===== config.mk =====
export PLATFORM = sky130hd
export DESIGN_NAME = pipe_mux_n_1
export DESIGN_NICKNAME = d
export VERILOG_FILES = /design/src/rtl/pipe_mux_n_1.sv
export SDC_FILE = /design/constraint.sdc
export NUM_CORES = 1
export LEC_CHECK = 0
export ABC_AREA = 0
export CELL_PAD_IN_SITES_DETAIL_PLACEMENT = 2
export CELL_PAD_IN_SITES_GLOBAL_PLACEMENT = 2
export CORE_UTILIZATION = 19
export DETAILED_ROUTE_END_ITERATION = 7
export HOLD_SLACK_MARGIN = 0.08
export MAX_ROUTING_LAYER = met4
export PLACE_DENSITY_LB_ADDON = 0.1
export SLEW_MARGIN = 15
export SYNTH_ARGS = -nofsm -noshare
export SYNTH_HDL_FRONTEND = slang
export SYNTH_SLANG_ARGS = --single-unit

===== constraint.sdc =====
create_clock -name clk -period 3.4 [get_ports clk]
set_clock_uncertainty 0.2 [all_clocks]
set_input_delay 0.51 -clock clk [delete_from_list [all_inputs] [get_ports clk]]
set_output_delay 0.51 -clock clk [all_outputs]
set_load 0.03 [all_outputs]

===== src/rtl/pipe_mux_n_1.sv =====
// Registered N:1 word multiplexer with stall/flush, valid bit and out-of-range select tracking.
// Out-of-range selects emit a programmable default word and bump a sticky flag and saturating counter.
module pipe_mux_n_1 #(
    parameter int          WIDTH   = 32,
    parameter int          N_IN    = 3,
    parameter int          SEL_W   = 2,
    parameter logic [31:0] DEFAULT = 32'h0000_0000,
    parameter int          CNT_W   = 8
) (
    input  logic                    clk,
    input  logic                    rst,
    input  logic [N_IN*WIDTH-1:0]   data_in,
    input  logic [SEL_W-1:0]        sel,
    input  logic                    in_valid,
    input  logic                    stall,
    input  logic                    flush,
    output logic [WIDTH-1:0]        out,
    output logic                    out_valid,
    output logic                    sel_err,
    output logic [CNT_W-1:0]        err_count
);

    localparam logic [WIDTH-1:0] DEFAULT_WORD = WIDTH'(DEFAULT);
    localparam logic [CNT_W-1:0] CNT_MAX      = '1;

    generate
        if ((2 ** SEL_W) < N_IN) begin : g_sel_w_check
            $fatal(1, "pipe_mux_n_1: SEL_W=%0d cannot address N_IN=%0d inputs", SEL_W, N_IN);
        end
        if ((N_IN < 2) || (N_IN > 16)) begin : g_n_in_check
            $fatal(1, "pipe_mux_n_1: N_IN=%0d outside 2..16", N_IN);
        end
    endgenerate

    logic [WIDTH-1:0] sel_word;
    logic             sel_in_range;

    logic [WIDTH-1:0] out_q, out_d;
    logic             out_valid_q, out_valid_d;
    logic             sel_err_q, sel_err_d;
    logic [CNT_W-1:0] err_count_q, err_count_d;

    // Compare against each legal index so an out-of-range select never slices past data_in.
    always_comb begin
        sel_word     = DEFAULT_WORD;
        sel_in_range = 1'b0;
        for (int i = 0; i < N_IN; i++) begin
            if (sel == SEL_W'(i)) begin
                sel_word     = data_in[i*WIDTH +: WIDTH];
                sel_in_range = 1'b1;
            end
        end
    end

    // Flush beats stall; stall beats capture.
    always_comb begin
        out_d       = out_q;
        out_valid_d = out_valid_q;
        sel_err_d   = sel_err_q;
        err_count_d = err_count_q;
        if (flush) begin
            out_d       = '0;
            out_valid_d = 1'b0;
        end else if (!stall) begin
            if (in_valid) begin
                out_valid_d = 1'b1;
                out_d       = sel_word;
                if (!sel_in_range) begin
                    sel_err_d = 1'b1;
                    if (err_count_q != CNT_MAX) begin
                        err_count_d = err_count_q + CNT_W'(1);
                    end
                end
            end else begin
                out_valid_d = 1'b0;
            end
        end
    end

    always_ff @(posedge clk) begin
        if (rst) begin
            out_q       <= '0;
            out_valid_q <= 1'b0;
            sel_err_q   <= 1'b0;
            err_count_q <= '0;
        end else begin
            out_q       <= out_d;
            out_valid_q <= out_valid_d;
            sel_err_q   <= sel_err_d;
            err_count_q <= err_count_d;
        end
    end

    assign out       = out_q;
    assign out_valid = out_valid_q;
    assign sel_err   = sel_err_q;
    assign err_count = err_count_q;

endmodule


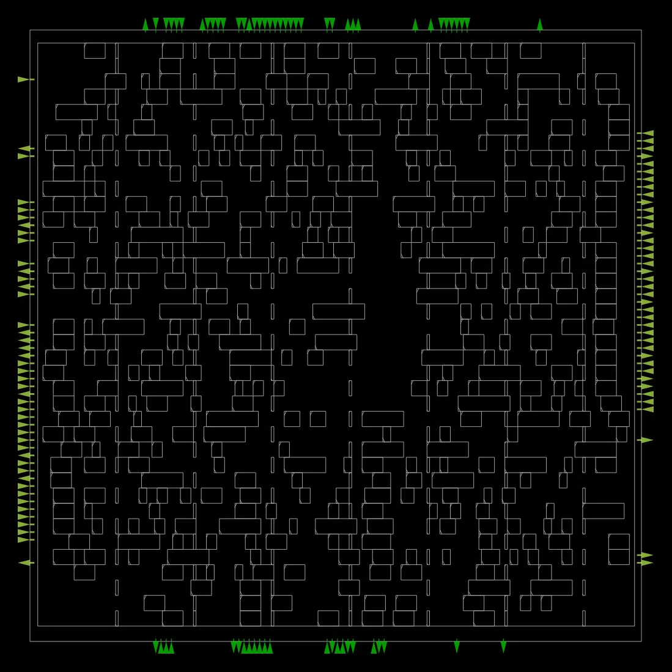
run_1/placement.png
final design utilization: 35.5%
placeable core area: 10900 um2

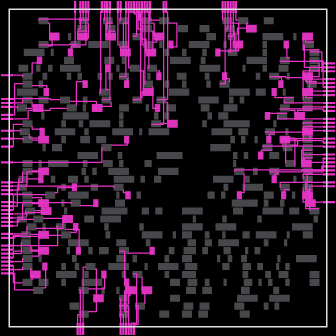
run_1/io_fan.png
| colour | port | bits | direction | edge | end cells | buffers | wire |
|---|---|---|---|---|---|---|---|
| magenta | data_in | 96 | input | 31 left, 29 top, 27 right, 9 bottom | 64 | 96 | 1960 um |
count of input and output buffers: 144
I/O pin count: 145

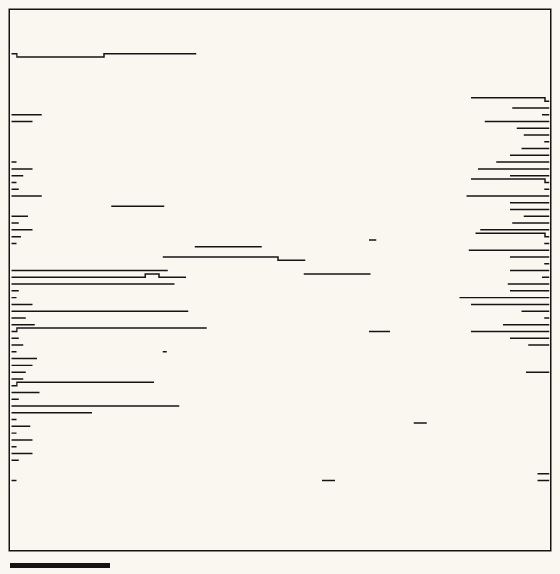
run_1/layer_met3.png
The bar under the picture is 20 um long.
wire length on this layer: 767 um
share of all routed wire: 8.8%
longest straight run: 38.0 um
nets with wire on the layer: 87
main direction: horizontal
GR Util met3: 5.55%
vias: 2551
total length of routed wires: 8730 um

==> run summary, run 1 <==
Synthesis and place-and-route results.

- The run finished with clean final reports.
- The clock-pin slew on the worst setup and hold paths is ~70 ps.
- The overall die size recorded for this design is 11700 um2.
- The post-synth design cell area is 2150 um2.
- The end point of the critical path is err_count[3].
- The largest net degree at the start of global routing is 38.
- Counting cells, the worst reg-to-reg path comes to 4.
- The final-report hold violation count is 0.
- The timing-limited maximum frequency is 451 MHz.
- The final standard cell area without fillers is 3880 um2.
- The highest cell delay on the worst timing path is between 700 and 800 ps.
- The clock network is responsible for between 30% and 40% of the overall power.
- Post-route period utilization is reported as 65.2%.
- The first global-routing pass estimated 13200 um of wire.
- Counting both buffers and inverters, the worst setup path holds a total of 1.
- The total of hold buffers inserted after clock tree synthesis is 0.
- The design draws approximately 1300 uW.
- The worst reg2reg path startpoint is err_count[0].
- Per the CTS log, the maximum H-tree level is 2.
- The path length in cells of the critical path is 1.
- The power per cell area is 337 nW/um2.
- In this run the clock root is driven by a sky130_fd_sc_hd__clkbuf_16.
- For the worst min-delay path, the startpoint reported by OpenROAD is sel_err.
- The initial antenna violation count is 0.
- Nets still carrying antenna violations after routing amount to 0.
- The dominant power group in this design is sequential cells.
- The smallest clock period supported by the final layout is computed as 2220 ps.
- The worst setup slack after placement is about 1000 ps.
- The via-per-instance ratio is 4.66.
- TritonRoute output was used to compute an average wire per cell of 16.0 um.
- The largest fanout on the critical path is 7.
- The met2 track demand over resource is 24.9%.
- According to the dpl log, the detail-placed design has an HPWL of 6500 um.
- After detailed routing, the wire length on met1 is 3820 um.
- The worst-case headroom to the max-slew limit is 57.3%.
- The register area is about 840 um2.
- The main area contributors are sky130_fd_sc_hd__dfxtp_1, sky130_fd_sc_hd__a21oi_1, sky130_fd_sc_hd__mux2i_1.
- The share of the yosys chip area belonging to registers is about two fifths.
- Setup repair after global routing left no endpoint under its margin.
- Excluding fillers, the count of instances in the completed layout stands at 547.
- The maximum root-to-sink buffer count is 2.
- The area growth from synthesis to layout is 80.5%.
- According to the floorplan report, the die height is 108 um.
- The synthesized area divided by synthesized cell count is ~8 um2.
- The number of diodes is 0.
- For this design the static power due to leakage is ~0.0015 uW.
- The number of buffers created by CTS is 5.
- The worst hold path belongs to the class reg -> reg.
- The number of standard cells after synthesis is between 200 and 300.
- The worst setup path is captured at an output port.
- The combinational gate power is 295 uW.
- The remaining routing DRC violations is 0.
- The first TritonRoute pass finished after 4 iterations.
- The sum of negative setup slack is 0 ps.
- The TritonCTS clock tree is built.
- The arrival time reported for the critical path endpoint is about 1500 ps.
- By count the netlist is led by sky130_fd_sc_hd__a21oi_1, sky130_fd_sc_hd__dfxtp_1, sky130_fd_sc_hd__nor2_1, sky130_fd_sc_hd__o21ai_0, sky130_fd_sc_hd__mux2i_1.
- For reference, the most critical setup path is categorized as reg -> out.
- The power in the clock group is 499 uW.
- OpenSTA lists the critical path startpoint as err_count[3].
- The area reported by Yosys stat is 2150 um2.
- The top logic cell by instance count in the layout is sky130_fd_sc_hd__clkdlybuf4s50_1.
- The endpoint of the most critical register-to-register path is err_count[4].
- The final worst slack is 1180 ps.
- Post-CTS repair ended up resizing 0 cells.
- Detailed routing placed a total of 767 um of wire on met3.
- The flow reports power dissipated in sequential cells as around 510 uW.
- Per the layout report, the design carries about 1300 filler cells.
- After the first detailed-routing iteration, the DRC count stood at 30.
- The Yosys step of the flow raised 0 warnings.
- The part of the power in registers is 39.2%.
- The final number of max-transition violations is 0.
- Of all flip-flops after synthesis, the portion carrying an async set or reset was 0%.
- The slew of the pin with the lowest slew margin is between 600 and 700 ps.
- The number of warnings reported in the stage logs is 26.
- For this run, the leading register cell type out of synthesis is sky130_fd_sc_hd__dfxtp_1.
- Synthesis inferred 42 register bits.
- The cell family contributing the most delay on the critical path is buffers and inverters.
- Hold timing on the final database bottoms out at a slack of 287 ps.
- Global routing put the most usage on met2.
- The report lists the number of standard-cell rows as 38.
- According to the floorplan report, the die width is ~110 um.
- The proportion of netlist area held by the largest area contributor is around two fifths.
- After detailed placement, the design holds a cell count of 539.
- The share of total power dissipated in combinational logic is a little under a quarter.
- The post-CTS setup buffer count is 0.
- In the power breakdown, the internal column shows 965 uW.
- The clock sink total is 42.
- The detailed-routed wire length on met2 is a little over 4000 um.
- Looking at the critical path, the single cell with the biggest stage delay is sky130_fd_sc_hd__clkdlybuf4s50_1.
- The highest ir drop seen on vdd is 209 uV.
- At the later pin of the worst-skew pair, clock insertion delay measures 290 ps.
- The startpoint kind of the worst setup timing path is a flop.
- The most frequently used library cell after synthesis is sky130_fd_sc_hd__a21oi_1.
- The hold-critical path endpoint is sel_err.
- The number of synthesized flops with an enable pin is 0.
- The switching part of the total power is 26.1%.
- The number of unique standard cell types used by synthesis is 28.
- The number of stages on the worst hold path is 2.
- The count of endpoints failing setup in the final report is 0.
- The required time at the worst endpoint is listed as 2690 ps.
- The library cell with the largest summed area after synthesis is sky130_fd_sc_hd__dfxtp_1.
- The library cells used most frequently in the layout, excluding fill and tap cells, are sky130_fd_sc_hd__clkdlybuf4s50_1, sky130_fd_sc_hd__a21oi_1, sky130_fd_sc_hd__dfxtp_1, sky130_fd_sc_hd__nor2_1, sky130_fd_sc_hd__o21ai_0.
- After detailed placement, the total cell area comes to 3730 um2.
- The critical path goes through clkdlybuf4s50_1.
- The floorplan step records an initial core utilization of 19.7%.
- Per the run summary, max-cap violations total 0.
- The worst register-to-register path has a setup slack of 1560 ps.
- Routed signal wires occupy layers up through met4.
- The fraction of layout instances using a drive strength above 1 is between 4 and 5%.
- The total overflow left after global routing is 0.
- The number of nets handed over by synthesis was about 380.
- Summing all multi-input logic gate instances after layout gives 1220 um2.
- The total net switching power is 341 uW.
- The congestion estimate from routability-driven global placement came to 0.758.
- The synthesized netlist was found by Yosys to have between 200 and 300 cells.
- The number of global-route vias before repair is 2676.
- At the end of the flow, the number of nets in the layout was 510.
- The all-layer global routing usage is 15.1%.
- The fraction of met1 tracks used by global routing is 17.1%.
run 1: logic make-up (layout without fill, tap and decap cells):
family | count (synthesis) | after routing | share of synthesized area (%)
compound gates | 108 | 108 | 25.8
xor+xnor | 1 | 1 | 0.407
fa+ha+maj | 1 | 1 | 0.582
buf+inv | 24 | 159 | 4.71
flops | 42 | 42 | 39.1
mux | 33 | 33 | 15.4
simple gates | 63 | 63 | 14.0
run 1: layout make-up:
| type | count | share of cell area, % |
|---|---|---|
| clock buffer | 6 | 3.58 |
| clock inverter | 2 | 0.322 |
| inverter | 1 | 0.0967 |
| multi-input combinational | 206 | 31.5 |
| sequential | 42 | 21.7 |
| tap | 140 | 4.51 |
| timing repair buffer | 150 | 38.4 |
run 1: sequential cells by signal, summed over array words and instances, names as in the netlist:
register,count
out,32
err_count,8
out_valid,1
sel_err,1
run_1/cell_density.png
The die is cut into 11 by 11 equal tiles; black is low, pale yellow is high, 0 to 100% covered.
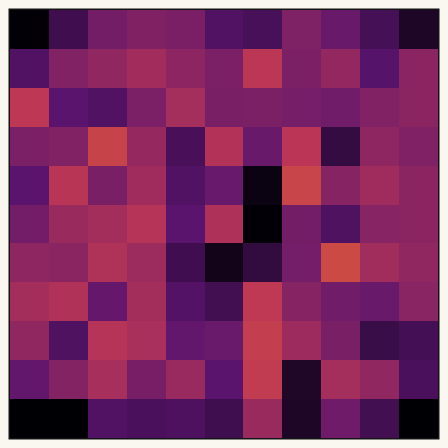

==> run 1 -> run 2 <==
Settings changed: CORE_UTILIZATION 19 to 18.
Clock period 3.4 ns to 2.1 ns, I/O delays scaled along.
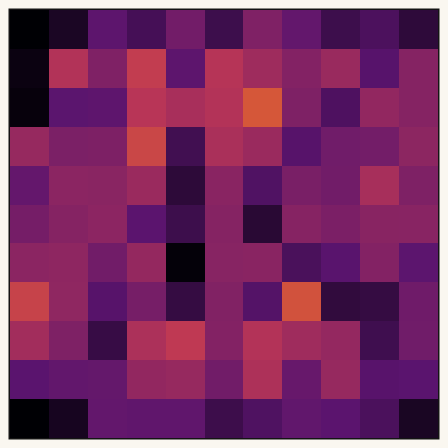
run_2/cell_density.png
The die is cut into 11 by 11 equal tiles; black is low, pale yellow is high, 0 to 100% covered.
nearly empty tiles: 3.3%
fullest tile: 59%
mean over tiles: 31%
placeable core area: 11500 um2
share of the core filled by cells before placement: 18.7%
final design utilization: 34.3%

==> run 2 against run 1 <==
The flow now finishes with violations (DRC); sequential cell count did not move; core utilization down 1.2 points; sequential power is 62% higher; worst setup slack got worse by 1100 ps; sequential share of layout area decreased by 0.40 points; critical path depth did not move; register-to-register slack worse by 1300 ps; first-iteration DRC count went up to 2.6 times the previous value; synthesized area stayed put; worst hold slack worse by 6.7 ps; critical endpoint is now err_count[4]; largest power group unchanged.
==> run summary, run 2 <==
Synthesis and place-and-route results.

- Status: finished with violations (was finished, final reports clean).
- The final reports fail on DRC.
- The final HPWL from detailed placement is 6820 um (was 6500 um).
- The leakage power total came to 0.00152 uW (was 0.00148 uW).
- The final worst slack is 99.7 ps (was 1180 ps).
- The first-pass GRT wire length is 14300 um (was 13200 um).
- The switching part of the total power was 25.5% (was 26.1%).
- The met2 track demand over resource is 25.5% (was 24.9%).
- The number of I/O pins is 145 (unchanged).
- The per-cell routed wire length came to 15.9 um (was 16.0 um).
- Biggest area cells: sky130_fd_sc_hd__dfxtp_1, sky130_fd_sc_hd__a21oi_1, sky130_fd_sc_hd__mux2i_1 (unchanged).
- The fraction of registers with async set or reset after synthesis came to 0% (unchanged).
- The initial antenna violation count is 0 (unchanged).
- The startpoint kind of the worst setup timing path is a flop (unchanged).
- The critical path class is reg -> out (unchanged).
- The number of DRC violations after detailed-routing iteration 0 is 77 (was 30).
- The worst setup slack after placement is -70.0 ps (was 1000 ps).
- The post-route met1 wirelength was 3910 um (was 3820 um).
- The critical path buffer and inverter count is 1 (unchanged).
- Cell Chain, Critical Path: clkdlybuf4s50_1 (unchanged).
- The top logic cell by instance count in the layout is sky130_fd_sc_hd__clkdlybuf4s50_1 (unchanged).
- The fraction of layout instances using a drive strength above 1 is 6.24% (was 4.67%).
- The path length in cells of the critical path is 1 (unchanged).
- The part of the power in registers is 40.1% (was 39.2%).
- The path class of the lowest-slack min-delay path is reg -> reg (unchanged).
- The count of antenna-violating nets left after detailed routing was 0 (unchanged).
- The capturing element type of the critical path is an output port (unchanged).
- The row count is 39 (was 38).
- The via-per-instance ratio was 4.65 (was 4.66).
- The end point of the critical path is err_count[4] (was err_count[3]).
- The global-route track usage on met3 is 3.34% (was 5.55%).
- The total power of the final layout is 2070 uW (was 1310 uW).
- The clock sink total is 42 (unchanged).
- The synthesized area divided by synthesized cell count is 7.91 um2 (unchanged).
- The internal cell power is 1540 uW (was 965 uW).
- The total net switching power is 526 uW (was 341 uW).
- The all-layer global routing usage is 15.1% (about the same).
- The number of buffers created by CTS is 5 (unchanged).
- The final-report hold violation count was 0 (unchanged).
- OpenROAD reports that the post-layout worst path occupies 95.3% of the period.
- The quantity of gates resized following cts came to 0 (unchanged).
- The area growth from synthesis to layout is 83.8% (was 80.5%).
- The power per cell area is 522 nW/um2 (was 337 nW/um2).
- The total wirelength of the detailed-routed design is 8920 um (was 8730 um).
- The hold-critical path endpoint is sel_err (unchanged).
- The register bit count reported by yosys is 42 (unchanged).
- The critical path launch point is err_count[4] (was err_count[3]).
- The number of cell instances after yosys synthesis was 272 (unchanged).
- The most repeated cell in the gate-level netlist after synthesis is sky130_fd_sc_hd__a21oi_1 (unchanged).
- The largest net degree at the start of global routing is 66 (was 38).
- The reg2reg setup slack is 260 ps (was 1560 ps).
- The count of endpoints failing setup in the final report came to 0 (unchanged).
- The insertion delay at the late pin of the worst-skew pair is 280 ps (was 290 ps).
- The share of the yosys chip area belonging to registers is 39.1% (unchanged).
- The root cell of the clock tree is sky130_fd_sc_hd__clkbuf_16 (unchanged).
- The startpoint of the tightest hold check path is sel_err (unchanged).
- The endpoint of the most critical register-to-register path is err_count[1] (was err_count[4]).
- The clock-pin slew on the worst setup and hold paths was 60 ps (was 70 ps).
- The highest cell delay on the worst timing path is 730 ps (about the same).
- The proportion of netlist area held by the largest area contributor was 39.1% (unchanged).
- The total nets after synthesis is 376 (unchanged).
- The worst reg2reg path startpoint is err_count[1] (was err_count[0]).
- The tightest hold margin is 280 ps (was 287 ps).
- The sum of overflow across all layers after global routing is 0 (unchanged).
- Setup repair after global routing missed its margin: false (unchanged).
- The number of global-route vias before repair came to 2833 (was 2676).
- The combinational gate power came to 494 uW (was 295 uW).
- The depth of the most critical reg-to-reg path was 5 (was 4).
- The count of placed standard cells including taps is 553 (was 539).
- The maximum root-to-sink buffer count is 2 (unchanged).
- The total die area is 12400 um2 (was 11700 um2).
- The flip-flop count of the largest register after layout is 32 (unchanged).
- The placer congestion estimate came to 0.716 (was 0.758).
- The number of diodes is 0 (unchanged).
- The slew of the pin with the lowest slew margin is 375 ps (was 639 ps).
- The library cell with the largest summed area after synthesis is sky130_fd_sc_hd__dfxtp_1 (unchanged).
- The highest routed metal layer is met4 (unchanged).
- The proportion of power drawn by the clock network is 36.0% (was 38.2%).
- The TritonCTS clock tree is built (unchanged).
- The final standard cell area without fillers is 3950 um2 (was 3880 um2).
- The fraction of met1 tracks used by global routing was 18.3% (was 17.1%).
- The predominant post-synthesis flop cell is sky130_fd_sc_hd__dfxtp_1 (unchanged).
- The final number of max-transition violations is 0 (unchanged).
- The net total in the final layout is 521 (was 510).
- The proportion of power drawn by combinational gates is 23.9% (was 22.6%).
- The overall die height is 111 um (was 108 um).
- The highest clock rate this design can be run at is 500 MHz.
- The number of stages on the worst hold path is 2 (unchanged).
- The highest ir drop seen on vdd is 222 uV (was 209 uV).
- The slowest cell on the critical path is sky130_fd_sc_hd__clkdlybuf4s50_1 (unchanged).
- The overall die width is 111 um (was 108 um).
- The sum of negative setup slack is 0 ps (unchanged).
- The most utilized layer in the global route result is met2 (unchanged).
- The total of warnings raised by yosys is 0 (unchanged).
- The number of standard cells after synthesis is 272 (unchanged).
- The remaining routing DRC violations is 20 (was 0).
- The detailed-routed wire length on met2 is 4390 um (was 4060 um).
- Most frequent cells in the layout: sky130_fd_sc_hd__clkdlybuf4s50_1, sky130_fd_sc_hd__a21oi_1, sky130_fd_sc_hd__dfxtp_1, sky130_fd_sc_hd__nor2_1, sky130_fd_sc_hd__o21ai_0 (unchanged).
- The number of synthesized flops with an enable pin is 0 (unchanged).
- List of most frequent post-synthesis cells: sky130_fd_sc_hd__a21oi_1, sky130_fd_sc_hd__dfxtp_1, sky130_fd_sc_hd__nor2_1, sky130_fd_sc_hd__o21ai_0, sky130_fd_sc_hd__mux2i_1 (unchanged).
- The post-synth design cell area is 2150 um2 (unchanged).
- The power in the clock group is 743 uW (was 499 uW).
- The cell family with the largest share of critical-path delay is buffers and inverters (unchanged).
- The placed standard-cell area is 3820 um2 (was 3730 um2).
- The max-capacitance violation count is 0 (unchanged).
- The number of standard cells in the final layout excluding fillers is 560 (was 547).
- The largest fanout on the critical path is 8 (was 7).
- The arrival time reported for the critical path endpoint is 1490 ps (was 1510 ps).
- The via count came to 2603 (was 2551).
- The total of hold buffers inserted after clock tree synthesis is 0 (unchanged).
- The required time at the worst-slack endpoint was 1580 ps (was 2690 ps).
- The routed length on met3 came to 518 um (was 767 um).
[run 2: cell counts after synthesis]
No cell type changed its count.
[run 2: logic make-up (layout without fill, tap and decap cells)]
logic type	Yosys count	in the layout	share of synthesized area, %
compound gates	108	108	25.8
xor+xnor	1	1	0.407
fa+ha+maj	1	1	0.582
buf+inv	24	169	4.71
flops	42	42	39.1
mux	33	33	15.4
simple gates	63	63	14.0
[run 2: layout make-up]
cell class                 count  area (um2)
inverter                       1        3.75
sequential                    42         841
multi-input combinational    206        1220
timing repair buffer         161        1580
tap                          143         179
fill                        1337        7560
clock buffer                   7         133
[run 2: tightest hold or removal path, cell delays in order, from the launching register on]
cell	delay, ps
sky130_fd_sc_hd__dfxtp_1	330
sky130_fd_sc_hd__nor2_1	50
sky130_fd_sc_hd__nor2_1	70
Power figures rest on the tool's default switching activity, not on a simulated workload.
